**src/rtl/axon_scan_if.sv**
```systemverilog
// Spike-input handshake plus the axon->SD access bus driven by axon_scan.
// The slave view belongs to the scanner; the master view belongs to whatever feeds it.
interface axon_scan_if #(
  parameter int NNW     = 12,
  parameter int WD      = 6,
  parameter int CW      = 6,
  parameter int LAN_num = 2
);
  logic               spk_vld;
  logic               spk_rdy;
  logic [CW-1:0]      spk_x;
  logic [CW-1:0]      spk_y;
  logic [LAN_num-1:0] spk_lans;

  logic [NNW-1:0]     axon_sd_vm_addr;
  logic [WD-1:0]      axon_sd_wgt_addr;
  logic [LAN_num-1:0] axon_sd_lans;
  logic               axon_sd_vld;

  modport master (
    output spk_vld, spk_x, spk_y, spk_lans,
    input  spk_rdy,
    input  axon_sd_vm_addr, axon_sd_wgt_addr, axon_sd_lans, axon_sd_vld
  );

  modport slave (
    input  spk_vld, spk_x, spk_y, spk_lans,
    output spk_rdy,
    output axon_sd_vm_addr, axon_sd_wgt_addr, axon_sd_lans, axon_sd_vld
  );
endinterface

```
**src/rtl/axon_scan.sv**
```systemverilog
// Axon-side initiator: queues spike events and expands each one over a KxK window
// into single-cycle (Vm address, weight address) strobes toward the SD array.
module axon_scan #(
  parameter int NNW     = 12,
  parameter int WD      = 6,
  parameter int KW      = 3,
  parameter int CW      = 6,
  parameter int LAN_num = 2,
  parameter int FD      = 4
) (
  input  logic          clk_SD,
  input  logic          rst_n,
  axon_scan_if.slave    bus,
  input  logic [CW:0]   cfg_out_w,
  input  logic [CW:0]   cfg_out_h,
  input  logic [KW:0]   cfg_k,
  input  logic          axon_en,
  output logic          axon_busy
);
  localparam int AW = $clog2(FD);
  localparam int EW = 2 * CW + LAN_num;
  localparam logic [KW:0] K_MAX = (KW + 1)'(1 << KW);

  typedef enum logic [1:0] {IDLE, SCAN, GAP} state_t;

  state_t             state, next_state;
  logic [EW-1:0]      mem [FD];
  logic [EW-1:0]      head;
  logic [AW:0]        wr_ptr, rd_ptr;
  logic               full, empty, push, pop, step, last;
  logic [CW-1:0]      cur_x, cur_y;
  logic [LAN_num-1:0] cur_lans;
  logic [KW-1:0]      i_idx, j_idx, k_last;
  logic [KW:0]        k_eff, k_m1;
  logic signed [CW+1:0] ox, oy;
  logic               in_bounds;
  logic [NNW-1:0]     vm_calc;

  assign empty = (wr_ptr == rd_ptr);
  assign full  = (wr_ptr[AW-1:0] == rd_ptr[AW-1:0]) && (wr_ptr[AW] != rd_ptr[AW]);
  assign bus.spk_rdy = rst_n & ~full;
  assign push  = bus.spk_vld & rst_n & ~full;
  assign head  = mem[rd_ptr[AW-1:0]];

  always_comb begin
    k_eff = cfg_k;
    if (cfg_k == '0)
      k_eff = (KW + 1)'(1);
    else if (cfg_k > K_MAX)
      k_eff = K_MAX;
  end

  assign k_m1   = k_eff - 1'b1;
  assign k_last = k_m1[KW-1:0];
  assign last   = (i_idx == k_last) && (j_idx == k_last);

  // Output-map coordinate hit by kernel tap (i,j); negative means off the map.
  assign ox = $signed({2'b00, cur_x}) - $signed({{(CW + 2 - KW){1'b0}}, j_idx});
  assign oy = $signed({2'b00, cur_y}) - $signed({{(CW + 2 - KW){1'b0}}, i_idx});
  assign in_bounds = ~ox[CW+1] && ~oy[CW+1] &&
                     (ox[CW:0] < cfg_out_w) && (oy[CW:0] < cfg_out_h);
  assign vm_calc = NNW'(oy[CW:0]) * NNW'(cfg_out_w) + NNW'(ox[CW:0]);

  always_comb begin
    next_state = state;
    pop        = 1'b0;
    step       = 1'b0;
    case (state)
      IDLE: begin
        if (!empty) begin
          pop        = 1'b1;
          next_state = SCAN;
        end
      end
      SCAN: begin
        if (axon_en) begin
          step = 1'b1;
          if (last)
            next_state = GAP;
        end
      end
      GAP: begin
        if (!empty) begin
          pop        = 1'b1;
          next_state = SCAN;
        end else begin
          next_state = IDLE;
        end
      end
      default: next_state = IDLE;
    endcase
  end

  always_ff @(posedge clk_SD) begin
    if (push)
      mem[wr_ptr[AW-1:0]] <= {bus.spk_x, bus.spk_y, bus.spk_lans};
  end

  always_ff @(posedge clk_SD) begin
    if (!rst_n) begin
      wr_ptr <= '0;
      rd_ptr <= '0;
    end else begin
      if (push)
        wr_ptr <= wr_ptr + 1'b1;
      if (pop)
        rd_ptr <= rd_ptr + 1'b1;
    end
  end

  always_ff @(posedge clk_SD) begin
    if (!rst_n) begin
      state    <= IDLE;
      i_idx    <= '0;
      j_idx    <= '0;
      cur_x    <= '0;
      cur_y    <= '0;
      cur_lans <= '0;
    end else begin
      state <= next_state;
      if (pop) begin
        cur_x    <= head[EW-1 -: CW];
        cur_y    <= head[EW-CW-1 -: CW];
        cur_lans <= head[LAN_num-1:0];
        i_idx    <= '0;
        j_idx    <= '0;
      end else if (step) begin
        if (j_idx == k_last) begin
          j_idx <= '0;
          i_idx <= i_idx + 1'b1;
        end else begin
          j_idx <= j_idx + 1'b1;
        end
      end
    end
  end

  // Address and lane registers only move on a real strobe so the bus stays quiet otherwise.
  always_ff @(posedge clk_SD) begin
    if (!rst_n) begin
      bus.axon_sd_vld      <= 1'b0;
      bus.axon_sd_vm_addr  <= '0;
      bus.axon_sd_wgt_addr <= '0;
      bus.axon_sd_lans     <= '0;
    end else begin
      bus.axon_sd_vld <= step & in_bounds;
      if (step && in_bounds) begin
        bus.axon_sd_vm_addr  <= vm_calc;
        bus.axon_sd_wgt_addr <= {i_idx, j_idx};
        bus.axon_sd_lans     <= cur_lans;
      end
    end
  end

  assign axon_busy = (state != IDLE) | ~empty | bus.axon_sd_vld;

endmodule

```
**src/flat_wrapper.sv**
```systemverilog
// flat-port wrapper written by rule: the top's interface ports become plain ports
module axon_scan_flat 
#(
  parameter int NNW     = 12,
  parameter int WD      = 6,
  parameter int KW      = 3,
  parameter int CW      = 6,
  parameter int LAN_num = 2,
  parameter int FD      = 4
)
  (clk_SD, rst_n, cfg_out_w, cfg_out_h, cfg_k, axon_en, axon_busy, bus_spk_vld, bus_spk_x, bus_spk_y, bus_spk_lans, bus_spk_rdy, bus_axon_sd_vm_addr, bus_axon_sd_wgt_addr, bus_axon_sd_lans, bus_axon_sd_vld);
  axon_scan_if #(.NNW(NNW), .WD(WD), .CW(CW), .LAN_num(LAN_num)) bus_i ();
  input  logic clk_SD;
  input  logic rst_n;
  input  logic [CW:0] cfg_out_w;
  input  logic [CW:0] cfg_out_h;
  input  logic [KW:0] cfg_k;
  input  logic axon_en;
  output logic axon_busy;
  input wire logic [$bits(bus_i.spk_vld)-1:0] bus_spk_vld;
  input wire logic [$bits(bus_i.spk_x)-1:0] bus_spk_x;
  input wire logic [$bits(bus_i.spk_y)-1:0] bus_spk_y;
  input wire logic [$bits(bus_i.spk_lans)-1:0] bus_spk_lans;
  output wire logic [$bits(bus_i.spk_rdy)-1:0] bus_spk_rdy;
  output wire logic [$bits(bus_i.axon_sd_vm_addr)-1:0] bus_axon_sd_vm_addr;
  output wire logic [$bits(bus_i.axon_sd_wgt_addr)-1:0] bus_axon_sd_wgt_addr;
  output wire logic [$bits(bus_i.axon_sd_lans)-1:0] bus_axon_sd_lans;
  output wire logic [$bits(bus_i.axon_sd_vld)-1:0] bus_axon_sd_vld;
  assign bus_i.spk_vld = bus_spk_vld;
  assign bus_i.spk_x = bus_spk_x;
  assign bus_i.spk_y = bus_spk_y;
  assign bus_i.spk_lans = bus_spk_lans;
  assign bus_spk_rdy = bus_i.spk_rdy;
  assign bus_axon_sd_vm_addr = bus_i.axon_sd_vm_addr;
  assign bus_axon_sd_wgt_addr = bus_i.axon_sd_wgt_addr;
  assign bus_axon_sd_lans = bus_i.axon_sd_lans;
  assign bus_axon_sd_vld = bus_i.axon_sd_vld;
  axon_scan #(.NNW(NNW), .WD(WD), .KW(KW), .CW(CW), .LAN_num(LAN_num), .FD(FD)) u_core (.clk_SD(clk_SD), .rst_n(rst_n), .bus(bus_i), .cfg_out_w(cfg_out_w), .cfg_out_h(cfg_out_h), .cfg_k(cfg_k), .axon_en(axon_en), .axon_busy(axon_busy));
endmodule
```
**config.mk**
```make
export PLATFORM = sky130hd
export DESIGN_NAME = axon_scan_flat
export DESIGN_NICKNAME = d
export VERILOG_FILES = /design/src/rtl/axon_scan_if.sv /design/src/rtl/axon_scan.sv /design/src/flat_wrapper.sv
export SDC_FILE = /design/constraint.sdc
export NUM_CORES = 1
export LEC_CHECK = 0
export ABC_AREA = 1
export CELL_PAD_IN_SITES_DETAIL_PLACEMENT = 0
export CELL_PAD_IN_SITES_GLOBAL_PLACEMENT = 1
export CORE_AREA = 2 2 114 199
export CTS_CLUSTER_SIZE = 20
export DETAILED_ROUTE_END_ITERATION = 8
export DIE_AREA = 0 0 116 201
export GPL_TIMING_DRIVEN = 0
export PLACE_DENSITY_LB_ADDON = 0.25
export SLEW_MARGIN = 20
export SYNTH_ARGS = -nofsm -noshare
export SYNTH_HDL_FRONTEND = slang
export SYNTH_SLANG_ARGS = --single-unit
```
**constraint.sdc**
```tcl
create_clock -name clk_SD -period 6.2 [get_ports clk_SD]
set_input_delay 1.86 -clock clk_SD [delete_from_list [all_inputs] [get_ports clk_SD]]
set_output_delay 1.86 -clock clk_SD [all_outputs]
set_load 0.01 [all_outputs]
```
run_1/clk_routes.png
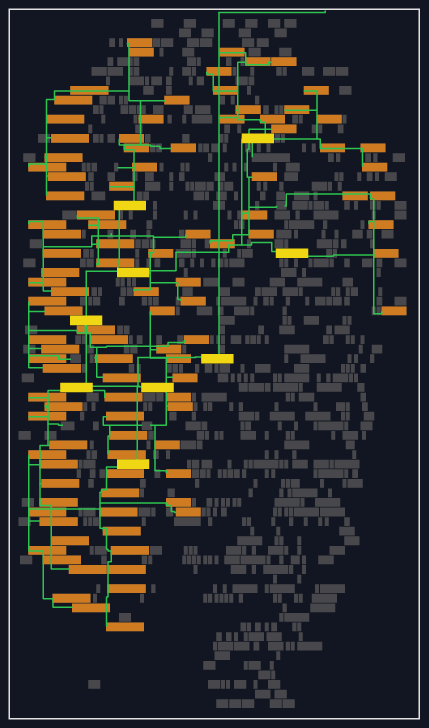
[yellow] clock drivers | count: 9
[green] clock wires | length: 1410 um
[orange] flip-flops | count: 105
routed clock nets: 10
later-pin clock latency in the skew report: 0.35 ns
clk_skew: 0.0116 ns

run_1/placement_by_type.png
Scale bar: 20 um. Fill, decap, tap and diode cells in gray.
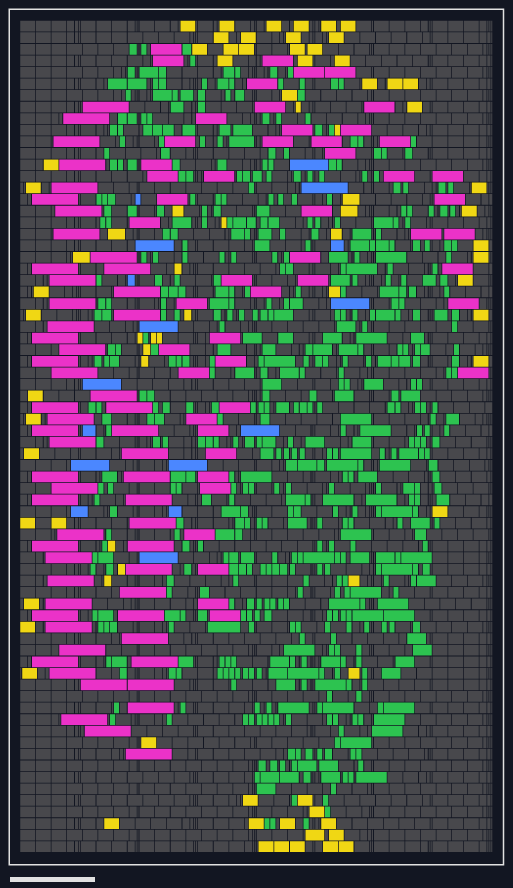
[yellow] other buffers and delay cells | cells: 80
[green] combinational and other logic | cells: 604
[magenta] flops | cells: 105
[blue] clock drivers and dummy loads | cells: 16
Placeable Area: 21800 sq um
Finished Cell Area: 7740 sq um
final core occ: 35.5%
placement row count: 72
Seq area share: 34.4%

run_1/layer_met2.png
Scale bar: 20 um.
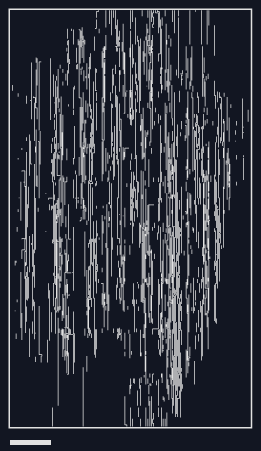
share of all routed wire: 59%
main direction: vertical
longest straight run: 71.1 um
nets with wire on the layer: 732
wire length on this layer: 9410 um
met2 Use GR: 29.5%
vias post-DR: 4841
final wirelength: 16000 um

==> flow_summary.ini, run 1 <==
; flow metrics
[status]
outcome = completed

[cts]
cts_sinks = 105
cts-hold-fix-buffers = 0

[layout]
clk_share_pct = 3.89
largestClassByArea = combinational gates

[synthesis]
ys_seq_elements = 105
flop_cell = edfxtp_1
edf_count = 56
yosys_warnings = 0
synthCells = 727
avgSynthCellArea_sq_um = 8.86
yosys.area.top_type = edfxtp_1

[place]
port_buffers = 58
gp_congestion = 0.784
hpwl_um = 12800

[grt]
grt_max_degree = 19
grt_overflow_total = 0

[floorplan]
die_w_um = 116
taps = 296
die_y_um = 201

[route]
avgViaCountPerCell = 4.40
ant_nets = 0
dr.first_iter.drc_count = 171

[final_timing]
slew_headroom_pct = 40.3
worst_slew_pin_slew_ns = 0.894
fmax_mhz = 168
setup_ws_ns = 0.259

[setup_path]
r2r_cells = 22
start_kind = input pin
crit_top_cell = inv_1
cp.required_ns = 6.48
r2r_end = u_core.bus.axon_sd_vm_addr[7]
## run 1: worst max-delay path: cells and delay by family
kind                       cells  cell delay [ns]
xor gates and xnor gates       1             0.23
AOI/OAI and AO/OA              3             0.44
buffers and inverters          6             0.93
and+or+nand+nor                4             0.33
adders and majority gates      5             2.40
## run 1: Yosys cell counts (5+ instances only)
| cell | n |
|---|---|
| nand4_1 | 6 |
| xnor2_1 | 5 |
| a21oi_1 | 46 |
| nand3_1 | 24 |
| inv_1 | 113 |
| nor2_1 | 78 |
| ha_1 | 53 |
| edfxtp_1 | 56 |
| clkbuf_1 | 5 |
| fa_1 | 32 |
| a32o_1 | 7 |
| dfxtp_1 | 49 |
| xor2_1 | 17 |
| buf_2 | 7 |
| nand2_1 | 150 |
| o22ai_1 | 8 |
| o21ai_0 | 33 |
## run 1: registers in the layout (all words and copies together) (netlist names)
name,flops
u_core.bus.axon_sd_lans,2
u_core.bus.axon_sd_vld,1
u_core.bus.axon_sd_vm_addr,12
u_core.bus.axon_sd_wgt_addr,6
u_core.cur_lans,2
u_core.cur_x,6
u_core.cur_y,6
u_core.i_idx,3
u_core.j_idx,3
u_core.mem,56
u_core.rd_ptr,3
u_core.state,2
u_core.wr_ptr,3
## run 1: logic make-up (layout without fill, tap and decap cells)
logic type               after synthesis  count (layout)  share of synthesized area, %
flip-flops                           105             105                          41.3
AND-OR/OR-AND                        109             109                          9.53
adder cells (fa/ha/maj)               85              85                          20.2
AND/OR/NAND/NOR                      270             270                          17.3
XOR/XNOR                              23              23                          3.24
buffers and inverters                135             213                          8.41
## run 1: through the flow
| stage | hold WS, ns | util, % | instance area [sq um] |
|---|---|---|---|
| 6_report | 0.462 | 35.5 | 7740 |
| 5_1_grt | 0.491 | 35.5 | 7740 |
| 4_1_cts | 0.465 | 35.4 | 7730 |
| 3_5_place_dp | 0.453 | 34.1 | 7420 |
| 3_3_place_gp | 0.454 | 33.9 | 7390 |
| 2_1_floorplan | 0.432 | - | 6440 |
## run 1: worst max path at each step
stage | endpoint | slack (ns) | start
final | u_core.bus.axon_sd_vm_addr[7] | 0.26 | cfg_out_w[1]
after global routing | u_core.bus.axon_sd_vm_addr[7] | 0.008 | cfg_out_w[1]
after global placement | u_core.bus.axon_sd_vm_addr[7] | -0.18 | cfg_out_w[3]
after floorplan | u_core.bus.axon_sd_vm_addr[7] | 0.79 | cfg_out_w[3]
after detailed placement | u_core.bus.axon_sd_vm_addr[7] | -0.25 | cfg_out_w[3]
after CTS | u_core.bus.axon_sd_vm_addr[7] | 0.13 | cfg_out_w[3]
## run 1: layer usage
layer	part of all wire, %	global-route usage (%)	vias to the layer above
met5	0	0	-
met4	1.7	4.34	0
met1	38	14.9	2279
met2	59	29.5	50
met3	1.6	1.96	15
li1	-	-	2497
==> run 1 -> run 2 <==
--- a/config.mk
+++ b/config.mk
@@ -12,7 +12,7 @@
 export CTS_CLUSTER_SIZE = 20
 export DETAILED_ROUTE_END_ITERATION = 8
 export DIE_AREA = 0 0 116 201
-export GPL_TIMING_DRIVEN = 0
+export GPL_ROUTABILITY_DRIVEN = 0
 export PLACE_DENSITY_LB_ADDON = 0.25
 export SLEW_MARGIN = 20
 export SYNTH_ARGS = -nofsm -noshare
==> flow_summary.ini, run 2 <==
; flow metrics
[cts]
cts_sinks = 105
cts_resized = 0
cts_root_buffer = clkbuf_16
clock.latency.late_pin_ns = 0.36
cts_inserted_buffers = 9
cts-hold-fix-buffers = 0

[synthesis]
ys_sh_mux_pct = 0
edf_count = 56
ys_sh_aoi_pct = 9.53
synthArstFlopShare_pct = 0
ys_area_sq_um = 6440
synthCells = 727
avgSynthCellArea_sq_um = 8.86
yosys.area_share.simple_pct = 17.3
flop_cell = edfxtp_1
most_common_cell = nand2_1
yosys_cells = 727
ys_sh_xor_pct = 3.24
top_logic_kind = adder cells
yosys_warnings = 0
yosys.area_share.adder_pct = 20.2
netlist_area_sq_um = 6440
ys_seq_elements = 105
top_cells_by_count = nand2_1, inv_1, nor2_1
yosys.area.top_type = edfxtp_1

[final_timing]
hold_violations = 0
worst_slew_pin_slew_ns = 0.957
fin_worst_skew_ns = 0.0106
layout_min_cycle_time_ns = 5.73
slew_headroom_pct = 36.1
fmax_mhz = 175

[route]
routed_wl_um = 16000
ant_nets = 0
via_count = 4880
drc_errors = 0
dr.first_iter.drc_count = 127
avgViaCountPerCell = 4.46

[grt]
grt_overflow_total = 0
grt_pass1_wl_um = 25600
grt_max_degree = 32

[setup_path]
critical_path_class = in2reg
arrival_ns = 6.00
r2r-start = u_core.i_idx[0]
cp.required_ns = 6.47
r2r_cells = 21
r2r_end = u_core.bus.axon_sd_vm_addr[10]
reg2reg_slack_ns = 0.78
start_kind = input pin

[worst_hold_path]
hold_path_end = u_core.bus.axon_sd_vm_addr[1]
hold_path.class = reg2reg

[floorplan]
die_w_um = 116
fp_util_pct = 29.6
coreArea_sq_um = 21800
rows = 72
die_y_um = 201
die-area_sq_um = 23300

[layout]
largest_register_ffs = 56
antennaDiodeCount = 0
drive_gt1_share_pct = 5.77
final_nets = 913
lay_top_cells = nand2_1, inv_1, nor2_1

[place]
hpwl_um = 12600
port_buffers = 58

[flow_run]
cap_violations = 0

[status]
outcome = completed
[run 2: cell type report]
cell class	instances	area, sq um
repair buffers	72	686
well taps	296	370
flip-flops and latches	105	2660
inverters	117	439
multi-input cells	487	3250
clock buffers	9	225
clock inverters	7	61.3
fillers	2406	14100
[run 2: through the flow]
step	cell area (sq um)	worst slack [ns]	hold WS [ns]	util [%]
floorplan	6440	0.794	0.432	-
global placement	7400	0.0745	0.449	34.0
detailed placement	7400	0.0634	0.455	34.0
CTS	7690	0.452	0.467	35.3
global route	7690	0.212	0.486	35.3
finish	7690	0.471	0.469	35.3
[run 2: logic make-up (layout without fill, tap and decap cells)]
group,count (synthesis),after routing
simple gates,270,270
buf+inv,135,205
compound gates,109,109
flops,105,105
fa+ha+maj,85,85
xor+xnor,23,23
[run 2: critical path: stages]
cell and delay [ns]:
clkdlybuf4s50_1 0.60, nand2_1 0.11, fa_1 0.49, fa_1 0.55
inv_1 0.07, fa_1 0.54, inv_1 0.06, fa_1 0.53
inv_1 0.04, ha_1 0.35, nand2_1 0.09, nand2_1 0.07
o21bai_1 0.17, a21oi_1 0.15, xor2_1 0.15, nand2_1 0.06
a21oi_1 0.13
[run 2: worst max path at each step]
stage / from / to / slack (ns) / depth (start not counted)
6_report: cfg_out_w[5] / u_core.bus.axon_sd_vm_addr[7] / 0.47 / 17
5_1_grt: cfg_out_w[5] / u_core.bus.axon_sd_vm_addr[7] / 0.21 / 17
4_1_cts: cfg_out_w[5] / u_core.bus.axon_sd_vm_addr[7] / 0.45 / 17
3_5_place_dp: cfg_out_w[3] / u_core.bus.axon_sd_vm_addr[10] / 0.06 / 18
3_3_place_gp: cfg_out_w[3] / u_core.bus.axon_sd_vm_addr[10] / 0.07 / 18
2_1_floorplan: cfg_out_w[3] / u_core.bus.axon_sd_vm_addr[7] / 0.79 / 18
[run 2: layer usage]
metal | GRT usage (%) | up-vias | wire, um
met4 | 5.40 | 0 | 441
met5 | 0 | - | 0
met2 | 29.8 | 58 | 9440
li1 | - | 2488 | -
met3 | 1.63 | 22 | 239
met1 | 14.0 | 2312 | 5900
run_2/placement.png
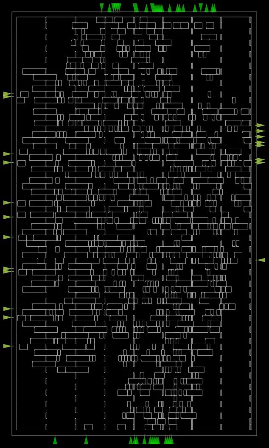
fin cells: 1093
final core occ: 35.3%
Seq area share: 34.6%

==> run 2 -> run 3 <==
--- a/config.mk
+++ b/config.mk
@@ -13,7 +13,7 @@
 export DETAILED_ROUTE_END_ITERATION = 8
 export DIE_AREA = 0 0 116 201
 export GPL_ROUTABILITY_DRIVEN = 0
-export PLACE_DENSITY_LB_ADDON = 0.25
+export PLACE_DENSITY_LB_ADDON = 0.1
 export SLEW_MARGIN = 20
 export SYNTH_ARGS = -nofsm -noshare
 export SYNTH_HDL_FRONTEND = slang
==> flow_summary.ini, run 3 <==
; flow metrics
[cts]
clock.latency.late_pin_ns = 0.35
cts_root_buffer = clkbuf_16
postCtsSetupBuffers = 0
cts_resized = 0
cts_sinks = 105
cts-hold-fix-buffers = 0
cts_buffer_depth = 2
cts_inserted_buffers = 9

[synthesis]
edf_count = 56
synthArstFlopShare_pct = 0
ys_seq_share_pct = 41.3
ys_area_sq_um = 6440
yosys.area.top_type = edfxtp_1
most_common_cell = nand2_1
top_cells_by_count = nand2_1, inv_1, nor2_1
yosys_cells = 727
yosys_warnings = 0
flop_cell = edfxtp_1
synthCells = 727
avgSynthCellArea_sq_um = 8.86
yosysUniqueCellTypes = 37
ys_seq_elements = 105
netlist_area_sq_um = 6440

[floorplan]
io_pins = 59
rows = 72
coreArea_sq_um = 21800
die-area_sq_um = 23300
fp_util_pct = 29.6
die_y_um = 201
die_w_um = 116

[final_timing]
hold_violations = 0
tns_ns = 0
setup-violations-final = 0
setup_ws_ns = 0.447
finalClockPeriodUsage_pct = 92.8
layout_min_cycle_time_ns = 5.75
slew_headroom_pct = 40.0
worst_slew_pin_slew_ns = 0.898
fmax_mhz = 174

[layout]
fill_cells = 2320
largest_register_ffs = 56
stdcell_count = 1093
final_nets = 913
lay_top_cells = nand2_1, inv_1, nor2_1
utilization_pct = 35.2
drive_gt1_share_pct = 5.02
antennaDiodeCount = 0

[grt]
grt_max_degree = 32
grt_pass1_vias = 5125
grt_overflow_total = 0
grt_pass1_wl_um = 26600

[place]
hpwl_um = 13000
preCtsSetupSlack_ns = 0.0163
port_buffers = 58

[route]
drc_errors = 0
via_count = 4851
avgRoutedWirePerCell_um = 15.1
routed_wl_um = 16500
dr.first_iter.drc_count = 131
ant_nets = 0
avgViaCountPerCell = 4.44

[setup_path]
path_cells = clkdlybuf4s50_1, inv_1, buf_4, nor2_1, fa_1, inv_1, fa_1, fa_1, fa_1, inv_1, ha_1, nand2_1, o21ai_1, nand2_1, nand2_1, nand2_1, nand2_1, xor2_1, nor2_1, nor2_1
start_kind = input pin
arrival_ns = 6.05
crit_slowest_cell = fa_1
crit_path_max_incr_delay_ns = 0.55
path_buffers = 5
critical_path_class = in2reg
crit_top_cell = nand2_1
cp.required_ns = 6.50
critPathTopFamily = adder cells

[status]
outcome = completed

[worst_hold_path]
hold_path.class = reg2reg

[flow_run]
cap_violations = 0
-- run 3: cell types whose count changed in the layout (fill, tap and decap cells not counted), sizes merged --
cell	previous run	this run
inv	119	118
clkinv	4	2
clkinvlp	1	0
clkbuf	9	13
-- run 3: final timing paths --
path / start / endpoint / slack (ns) / depth (start not counted)
setup / recovery: cfg_out_w[3] / u_core.bus.axon_sd_vm_addr[8] / 0.45 / 20
hold / removal: u_core.bus.axon_sd_vm_addr[6] / u_core.bus.axon_sd_vm_addr[6] / 0.46 / 2
setup reg to reg: u_core.i_idx[0] / u_core.bus.axon_sd_vm_addr[8] / 0.67 / 23
hold reg to reg: u_core.bus.axon_sd_vm_addr[6] / u_core.bus.axon_sd_vm_addr[6] / 0.46 / 2
-- run 3: layer usage --
layer | vias to the layer above | routed length (um) | track usage [%] | part of all wire (%)
li1 | 2481 | - | - | -
met4 | 0 | 320 | 5.10 | 1.9
met3 | 19 | 227 | 2.11 | 1.4
met1 | 2305 | 6330 | 15.6 | 38
met2 | 46 | 9590 | 29.6 | 58
met5 | - | 0 | 0 | 0
-- run 3: worst register-to-register path: stages (launching register included) --
cell     delay, ns
dfxtp_1       0.38
ha_1          0.26
fa_1          0.37
inv_1         0.10
nor2_1        0.05
nor2_1        0.52
inv_1         0.25
nor2_1        0.22
fa_1          0.21
inv_1         0.06
fa_1          0.55
fa_1          0.44
fa_1          0.55
inv_1         0.05
ha_1          0.37
nand2_1       0.07
o21ai_1       0.28
nand2_1       0.08
nand2_1       0.07
nand2_1       0.05
nand2_1       0.07
xor2_1        0.28
nor2_1        0.08
nor2_1        0.11
-- run 3: layout make-up --
class                           instances  area [sq um]  area share (%)
Clock inverter                          3          16.3           0.212
Clock buffer                           13           260            3.39
Inverter                              117           439            5.72
Multi-Input combinational cell        487          3240            42.2
Tap cell                              296           370            4.83
Sequential cell                       105          2660            34.7
Timing Repair Buffer                   72           686            8.94
-- run 3: per-stage QoR --
stage | instance area, sq um | hold slack [ns]
CTS | 7670 | 0.466
detailed placement | 7400 | 0.455
floorplan | 6440 | 0.432
finish | 7670 | 0.465
global placement | 7400 | 0.456
global route | 7670 | 0.491
-- run 3: cell families (layout without fill, tap and decap cells) --
kind of cell	count (synthesis)	after routing	share of synthesized area [%]
adders and majority gates	85	85	20.2
AOI/OAI and AO/OA	109	109	9.53
buffers and inverters	135	205	8.41
xor gates and xnor gates	23	23	3.24
and+or+nand+nor	270	270	17.3
DFF	105	105	41.3
run_3/clk_routes.png
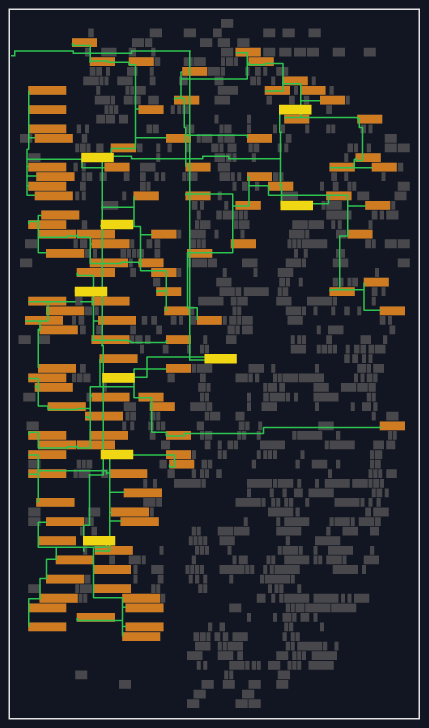
[yellow] clock drivers | count: 9
[orange] flip-flops | count: 105
[green] clock wires | length: 1490 um
routed clock nets: 10
flops lie: all over the die
clk_skew: 0.0131 ns

